Nets reached from selected ports:
Drawn at 2 px/um.
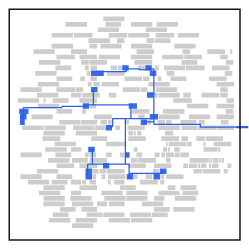
Metal layers overlaid:
Drawn at 4 px/um. Two of the layers only.
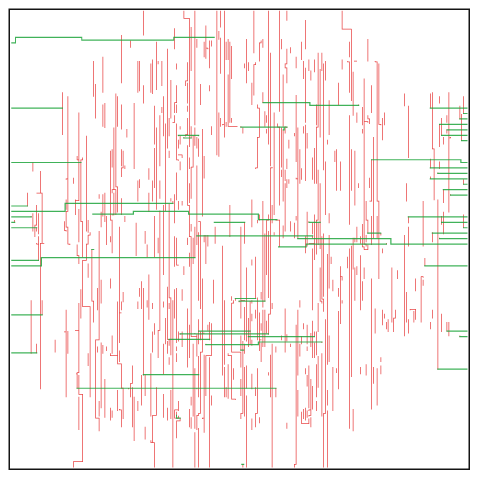
Placement view:
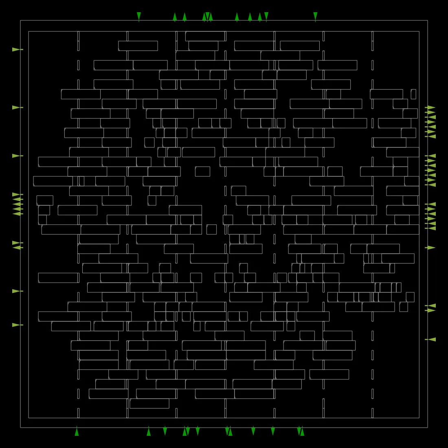
I/O pins on the die edge:
Drawn at 4 px/um. Pins as bars across the die edge, other pins in grey.
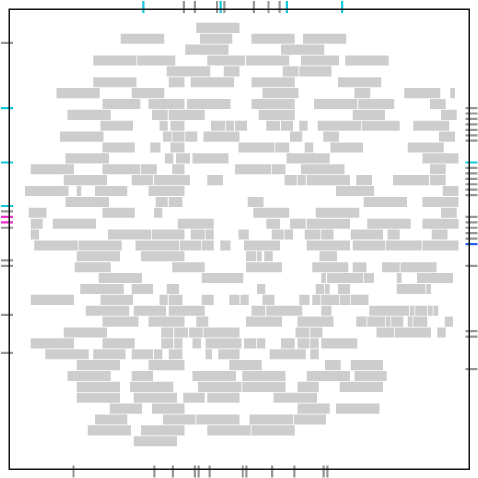
**src/rtl/core_mem_port_pkg.sv**
```systemverilog
// Shared types and constants for the per-core shared-memory port.
// Enable encodings, port FSM states and the queued request bundle.
package core_mem_port_pkg;

   localparam int REG_SIZE  = 8;
   localparam int ADDR_SIZE = 8;
   localparam int MP_DEPTH  = 4;

   localparam logic [1:0] MEM_EN_IDLE = 2'b00;
   localparam logic [1:0] MEM_EN_RD   = 2'b01;
   localparam logic [1:0] MEM_EN_WR   = 2'b10;

   typedef enum logic {
      MP_IDLE  = 1'b0,
      MP_ISSUE = 1'b1
   } mp_state_e;

   typedef struct packed {
      logic                 we;
      logic [ADDR_SIZE-1:0] addr;
      logic [REG_SIZE-1:0]  data;
   } mp_req_t;

   function automatic logic [1:0] mem_en_of(input logic we);
      return we ? MEM_EN_WR : MEM_EN_RD;
   endfunction

endpackage

```
**src/rtl/core_mem_port_if.sv**
```systemverilog
// Core-side request/response bundle and sh_mem-side slice bundle.
// master drives requests; slave answers them.
interface core_mem_port_if;
   import core_mem_port_pkg::*;

   logic                 req_valid;
   logic                 req_ready;
   logic                 req_we;
   logic [ADDR_SIZE-1:0] req_addr;
   logic [REG_SIZE-1:0]  req_wdata;
   logic                 rsp_valid;
   logic [REG_SIZE-1:0]  rsp_data;
   logic                 st_done;
   logic                 busy;

   modport master (
      output req_valid, req_we, req_addr, req_wdata,
      input  req_ready, rsp_valid, rsp_data, st_done, busy
   );

   modport slave (
      input  req_valid, req_we, req_addr, req_wdata,
      output req_ready, rsp_valid, rsp_data, st_done, busy
   );
endinterface

interface sh_mem_if;
   import core_mem_port_pkg::*;

   logic [1:0]           mem_enable;
   logic [ADDR_SIZE-1:0] mem_addr;
   logic [REG_SIZE-1:0]  mem_wr_data;
   logic [REG_SIZE-1:0]  mem_rd_data;
   logic                 mem_ready;

   modport master (
      output mem_enable, mem_addr, mem_wr_data,
      input  mem_rd_data, mem_ready
   );

   modport slave (
      input  mem_enable, mem_addr, mem_wr_data,
      output mem_rd_data, mem_ready
   );
endinterface

```
**src/rtl/core_mem_port_req_fifo.sv**
```systemverilog
// Request FIFO; the head stays queued until its access completes.
// nxt/nxt_vld expose the entry that becomes head after a pop.
module core_mem_port_req_fifo
   import core_mem_port_pkg::*;
#(
   parameter int DEPTH = 4
) (
   input  logic    clk,
   input  logic    reset,
   input  logic    push,
   input  logic    pop,
   input  mp_req_t din,
   output mp_req_t head,
   output mp_req_t nxt,
   output logic    nxt_vld,
   output logic    full,
   output logic    empty
);

   localparam int PW = $clog2(DEPTH);
   localparam int CW = PW + 1;

   logic [PW-1:0] wr_ptr_q, wr_ptr_d;
   logic [PW-1:0] rd_ptr_q, rd_ptr_d;
   logic [PW-1:0] rd_nxt;
   logic [CW-1:0] cnt_q, cnt_d;
   logic          push_ok, pop_ok;
   mp_req_t       mem_q [DEPTH];

   always_comb begin
      full     = (cnt_q == CW'(DEPTH));
      empty    = (cnt_q == '0);
      push_ok  = push & ~full;
      pop_ok   = pop & ~empty;
      wr_ptr_d = wr_ptr_q + PW'(push_ok);
      rd_ptr_d = rd_ptr_q + PW'(pop_ok);
      cnt_d    = cnt_q + CW'(push_ok) - CW'(pop_ok);
      rd_nxt   = rd_ptr_q + PW'(1);
      head     = mem_q[rd_ptr_q];
      // A lone entry being replaced by a same-cycle push forwards din
      nxt      = (cnt_q > CW'(1)) ? mem_q[rd_nxt] : din;
      nxt_vld  = (cnt_q > CW'(1)) | push_ok;
   end

   always_ff @(posedge clk or negedge reset) begin
      if (!reset) begin
         wr_ptr_q <= '0;
         rd_ptr_q <= '0;
         cnt_q    <= '0;
      end else begin
         wr_ptr_q <= wr_ptr_d;
         rd_ptr_q <= rd_ptr_d;
         cnt_q    <= cnt_d;
      end
   end

   always_ff @(posedge clk) begin
      if (push_ok)
         mem_q[wr_ptr_q] <= din;
   end

endmodule

```
**src/rtl/core_mem_port.sv**
```systemverilog
// Per-core load/store front end: queues requests, issues one at a
// time on the sh_mem slice, holds it until ready, returns load data.
module core_mem_port
   import core_mem_port_pkg::*;
#(
   parameter int DEPTH = MP_DEPTH
) (
   input  logic     clk,
   input  logic     reset,
   core_mem_port_if.slave core,
   sh_mem_if.master       mem
);

   mp_state_e           state_q, state_d;
   mp_req_t             iss_q, iss_d;
   logic [REG_SIZE-1:0] rdata_q, rdata_d;

   mp_req_t din, head, nxt;
   logic    nxt_vld, full, empty;
   logic    push, done;

   assign din = '{we:   core.req_we,
                  addr: core.req_addr,
                  data: core.req_wdata};

   assign core.req_ready = ~full & reset;
   assign push = core.req_valid & core.req_ready;
   assign done = (state_q == MP_ISSUE) & mem.mem_ready;

   core_mem_port_req_fifo #(
      .DEPTH(DEPTH)
   ) u_fifo (
      .clk    (clk),
      .reset  (reset),
      .push   (push),
      .pop    (done),
      .din    (din),
      .head   (head),
      .nxt    (nxt),
      .nxt_vld(nxt_vld),
      .full   (full),
      .empty  (empty)
   );

   always_comb begin
      state_d = state_q;
      iss_d   = iss_q;
      rdata_d = rdata_q;
      unique case (state_q)
         MP_IDLE: begin
            if (!empty) begin
               state_d = MP_ISSUE;
               iss_d   = head;
            end
         end
         MP_ISSUE: begin
            if (mem.mem_ready) begin
               if (nxt_vld)
                  iss_d = nxt;
               else
                  state_d = MP_IDLE;
            end
         end
         default: state_d = MP_IDLE;
      endcase
      if (done & ~iss_q.we)
         rdata_d = mem.mem_rd_data;
   end

   always_ff @(posedge clk or negedge reset) begin
      if (!reset) begin
         state_q <= MP_IDLE;
         iss_q   <= '0;
         rdata_q <= '0;
      end else begin
         state_q <= state_d;
         iss_q   <= iss_d;
         rdata_q <= rdata_d;
      end
   end

   // Drop enable while ready is high so sh_mem cannot re-grant
   assign mem.mem_enable =
      (state_q == MP_ISSUE && !mem.mem_ready) ?
      mem_en_of(iss_q.we) : MEM_EN_IDLE;
   assign mem.mem_addr    = iss_q.addr;
   assign mem.mem_wr_data = iss_q.data;

   assign core.rsp_valid = done & ~iss_q.we;
   assign core.st_done   = done & iss_q.we;
   assign core.rsp_data  =
      core.rsp_valid ? mem.mem_rd_data : rdata_q;
   assign core.busy = ~empty | (state_q == MP_ISSUE);

endmodule
```
**src/flat_wrapper.sv**
```systemverilog
// flat-port wrapper written by rule: the top's interface ports become plain ports
module core_mem_port_flat import core_mem_port_pkg::*;
#(
   parameter int DEPTH = MP_DEPTH
)
  (clk, reset, core_req_valid, core_req_we, core_req_addr, core_req_wdata, core_req_ready, core_rsp_valid, core_rsp_data, core_st_done, core_busy, mem_mem_enable, mem_mem_addr, mem_mem_wr_data, mem_mem_rd_data, mem_mem_ready);
  core_mem_port_if core_i ();
  sh_mem_if mem_i ();
  input  logic clk;
  input  logic reset;
  input wire logic [$bits(core_i.req_valid)-1:0] core_req_valid;
  input wire logic [$bits(core_i.req_we)-1:0] core_req_we;
  input wire logic [$bits(core_i.req_addr)-1:0] core_req_addr;
  input wire logic [$bits(core_i.req_wdata)-1:0] core_req_wdata;
  output wire logic [$bits(core_i.req_ready)-1:0] core_req_ready;
  output wire logic [$bits(core_i.rsp_valid)-1:0] core_rsp_valid;
  output wire logic [$bits(core_i.rsp_data)-1:0] core_rsp_data;
  output wire logic [$bits(core_i.st_done)-1:0] core_st_done;
  output wire logic [$bits(core_i.busy)-1:0] core_busy;
  output wire logic [$bits(mem_i.mem_enable)-1:0] mem_mem_enable;
  output wire logic [$bits(mem_i.mem_addr)-1:0] mem_mem_addr;
  output wire logic [$bits(mem_i.mem_wr_data)-1:0] mem_mem_wr_data;
  input wire logic [$bits(mem_i.mem_rd_data)-1:0] mem_mem_rd_data;
  input wire logic [$bits(mem_i.mem_ready)-1:0] mem_mem_ready;
  assign core_i.req_valid = core_req_valid;
  assign core_i.req_we = core_req_we;
  assign core_i.req_addr = core_req_addr;
  assign core_i.req_wdata = core_req_wdata;
  assign core_req_ready = core_i.req_ready;
  assign core_rsp_valid = core_i.rsp_valid;
  assign core_rsp_data = core_i.rsp_data;
  assign core_st_done = core_i.st_done;
  assign core_busy = core_i.busy;
  assign mem_mem_enable = mem_i.mem_enable;
  assign mem_mem_addr = mem_i.mem_addr;
  assign mem_mem_wr_data = mem_i.mem_wr_data;
  assign mem_i.mem_rd_data = mem_mem_rd_data;
  assign mem_i.mem_ready = mem_mem_ready;
  core_mem_port #(.DEPTH(DEPTH)) u_core (.clk(clk), .reset(reset), .core(core_i), .mem(mem_i));
endmodule
```
**config.mk**
```make
export PLATFORM = sky130hd
export DESIGN_NAME = core_mem_port_flat
export DESIGN_NICKNAME = d
export VERILOG_FILES = /design/src/rtl/core_mem_port_pkg.sv /design/src/rtl/core_mem_port_if.sv /design/src/rtl/core_mem_port_req_fifo.sv /design/src/rtl/core_mem_port.sv /design/src/flat_wrapper.sv
export SDC_FILE = /design/constraint.sdc
export NUM_CORES = 1
export LEC_CHECK = 0
export ABC_CLOCK_PERIOD_IN_PS = 7400
export CORE_MARGIN = 2
export CORE_UTILIZATION = 41
export CTS_CLUSTER_DIAMETER = 150
export DETAILED_ROUTE_END_ITERATION = 7
export DONT_BUFFER_PORTS = 1
export HOLD_SLACK_MARGIN = 0.15
export PLACE_DENSITY = 0.53
export SETUP_SLACK_MARGIN = 0.5
export SKIP_CTS_REPAIR_TIMING = 1
export SLEW_MARGIN = 20
export SYNTH_ARGS = -nofsm -noshare
export SYNTH_HDL_FRONTEND = slang
export SYNTH_HIERARCHICAL = 1
export SYNTH_SLANG_ARGS = --single-unit
```
**constraint.sdc**
```tcl
create_clock -name clk -period 7.4 [get_ports clk]
set_clock_uncertainty 0.1 [all_clocks]
set_input_delay 1.48 -clock clk [delete_from_list [all_inputs] [get_ports clk]]
set_output_delay 1.48 -clock clk [all_outputs]
set_load 0.05 [all_outputs]
```
==> impl_metrics.env <==
# flow metrics
export IMPL_dr_total_vias=2560
export IMPL_area_growth_syn_to_layout_pct=5.337
export IMPL_synthDominantCellAreaShare_pct=40.70
export IMPL_detail_route_wl_per_cell_um=23.57
export IMPL_fp_dieArea_sq_um=13140
export IMPL_grt_use_met2_pct=24.26
export IMPL_post_synth_top_count_cell="sky130_fd_sc_hd__edfxtp_1"
export IMPL_nets=304
export IMPL_path_max_fanout=23
export IMPL_grt_overflow_total=0
export IMPL_global_route_usage_total_pct=16.21
export IMPL_postRouteAntennaNets=0
export IMPL_cts_sinks=101
export IMPL_hold_class="flop to flop"
export IMPL_maxSlewViolCount=0
export IMPL_achievable_frequency_mhz=257.5
export IMPL_path_cells="nand3b_2 -> mux2_1"
export IMPL_antenna_found_initial=0
export IMPL_n_antenna_cell=0
export IMPL_yosys_stat_seqShare_pct=57.16
export IMPL_status="finished, final reports clean"
export IMPL_timing_worst_setup_path_type="input port to output pin"
export IMPL_post_route_period_util_pct=52.48
export IMPL_grt_busiest_layer="met2"
export IMPL_layout_drive_gt1_share_pct=28.00
export IMPL_timing_critical_path_required_ns=5.82
export IMPL_cp_top_family="multiplexers"
export IMPL_most_used_flip_flop_cell="sky130_fd_sc_hd__edfxtp_1"
export IMPL_globalplace_congestion=0.6941
export IMPL_share_of_async_settable_or_async_resettable_flops_after_synthesis_pct=32.67
export IMPL_vias_per_cell=6.066
export IMPL_global_route_usage_met1_pct=22.28
export IMPL_yosys_warnings=6
export IMPL_netlist_top_cell_by_area="sky130_fd_sc_hd__edfxtp_1"
export IMPL_synth_seq_cells=101
export IMPL_grt_use_met3_pct=5.558
Notes on 'nets reached from selected ports' above:
blue -> `mem_mem_ready`  # bits 1, direction input, edge right, end cells 23, buffers 0, wire 306 um

Notes on 'metal layers overlaid' above:
red -> met2  # wire length 4620 um
green -> met3  # wire length 738 um

Notes on 'placement view' above:
fraction of area in registers: 54.33%
count of placed standard cells in the final layout, fillers left out: 422
Finished Core Util: 44.18%
number of tap cells inserted: 147
Core Box Area: 11960 sq um

Notes on 'I/O pins on the die edge' above:
cyan -> `core_req_wdata`  # pins 8, direction input, edge 4 top, 3 left, 1 right
blue -> `mem_mem_ready`  # pins 1, direction input, edge right
magenta -> `mem_mem_enable`  # pins 2, direction output, edge left
all pins by edge = 24 right, 12 left, 12 bottom, 11 top

==> final cells by class <==
type | instances | area [sq um] | area share [%]
inverters | 8 | 30.03 | 0.5682
flip-flops and latches | 101 | 2872 | 54.33
clock buffers | 10 | 229.0 | 4.332
multi-input cells | 144 | 1856 | 35.11
repair buffers | 6 | 45.04 | 0.8523
clock inverters | 6 | 70.07 | 1.326
well taps | 147 | 183.9 | 3.480
==> per-layer routing <==
layer | routed length, um | part of all wire [%]
met1 | 4451 | 45
met2 | 4621 | 46
met3 | 738 | 7.4
met4 | 136 | 1.4
met5 | 0 | 0
==> where the power goes <==
| group | internal, W | total (W) | switching [W] |
|---|---|---|---|
| combinational | 0.000483 | 0.000977 | 0.000494 |
| clock | 0.000265 | 0.000472 | 0.000207 |
| sequential | 0.000745 | 0.00105 | 0.000306 |
==> through the flow <==
step | setup WS, ns | hold WS (ns) | instance area [sq um] | std cells
3_5_place_dp | 3.193 | 0.4648 | 4984 | 406
6_report | 3.517 | 0.4803 | 5285 | 422
4_1_cts | 3.500 | 0.4799 | 5283 | 422
3_3_place_gp | 3.229 | 0.4577 | 4984 | 406
2_1_floorplan | 2.995 | 0.3876 | 5017 | 292
5_1_grt | 3.438 | 0.4979 | 5285 | 422
==> placed cells by master (no fill, tap or decap), drive strengths merged, types with 3 or more instances in the layout <==
cell,synthesis,final
inv,8,10
dfrtp,33,33
mux4,34,34
ha,4,4
and3,3,3
o311a,17,17
xnor2,3,3
or3,17,17
nand4b,17,17
mux2,25,25
clkbuf,4,10
edfxtp,68,68
buf,35,6
nand2b,3,3
nor3b,3,3
==> registers in the layout, indices dropped and copies added (netlist names) <==
signal                  flops
u_core/iss_q                1
u_core/mem.mem_addr         8
u_core/mem.mem_wr_data      8
u_core/rdata_q              8
u_core/state_q              1
u_core/u_fifo/cnt_q         3
u_core/u_fifo/mem_q        68
u_core/u_fifo/rd_ptr_q      2
u_core/u_fifo/wr_ptr_q      2
==> cells by family after synthesis <==
logic type                 after synthesis
muxes                                   59
adders and majority gates                5
and+or+nand+nor                         56
xor gates and xnor gates                 5
buffers and inverters                   47
AOI/OAI and AO/OA                       19
DFF                                    101
==> path summary, 6_finish.rpt <==
| kind | start | end | slack, ns | depth (start not counted) |
|---|---|---|---|---|
| worst max-delay path | mem_mem_ready | core_rsp_data[4] | 3.52 | 2 |
| worst min-delay path | u_core/u_fifo/wr_ptr_q[1] | u_core/u_fifo/wr_ptr_q[1] | 0.48 | 1 |
| worst max register to register | u_core/u_fifo/cnt_q[0] | u_core/u_fifo/mem_q[3][2] | 4.03 | 7 |
| worst min register to register | u_core/u_fifo/wr_ptr_q[1] | u_core/u_fifo/wr_ptr_q[1] | 0.48 | 1 |
| max in group asynchronous | reset | u_core/u_fifo/rd_ptr_q[1] | 6.39 | 0 |
| min in group asynchronous | reset | u_core/mem.mem_addr[5] | 0.72 | 0 |
Power and IR drop assume default switching activity.
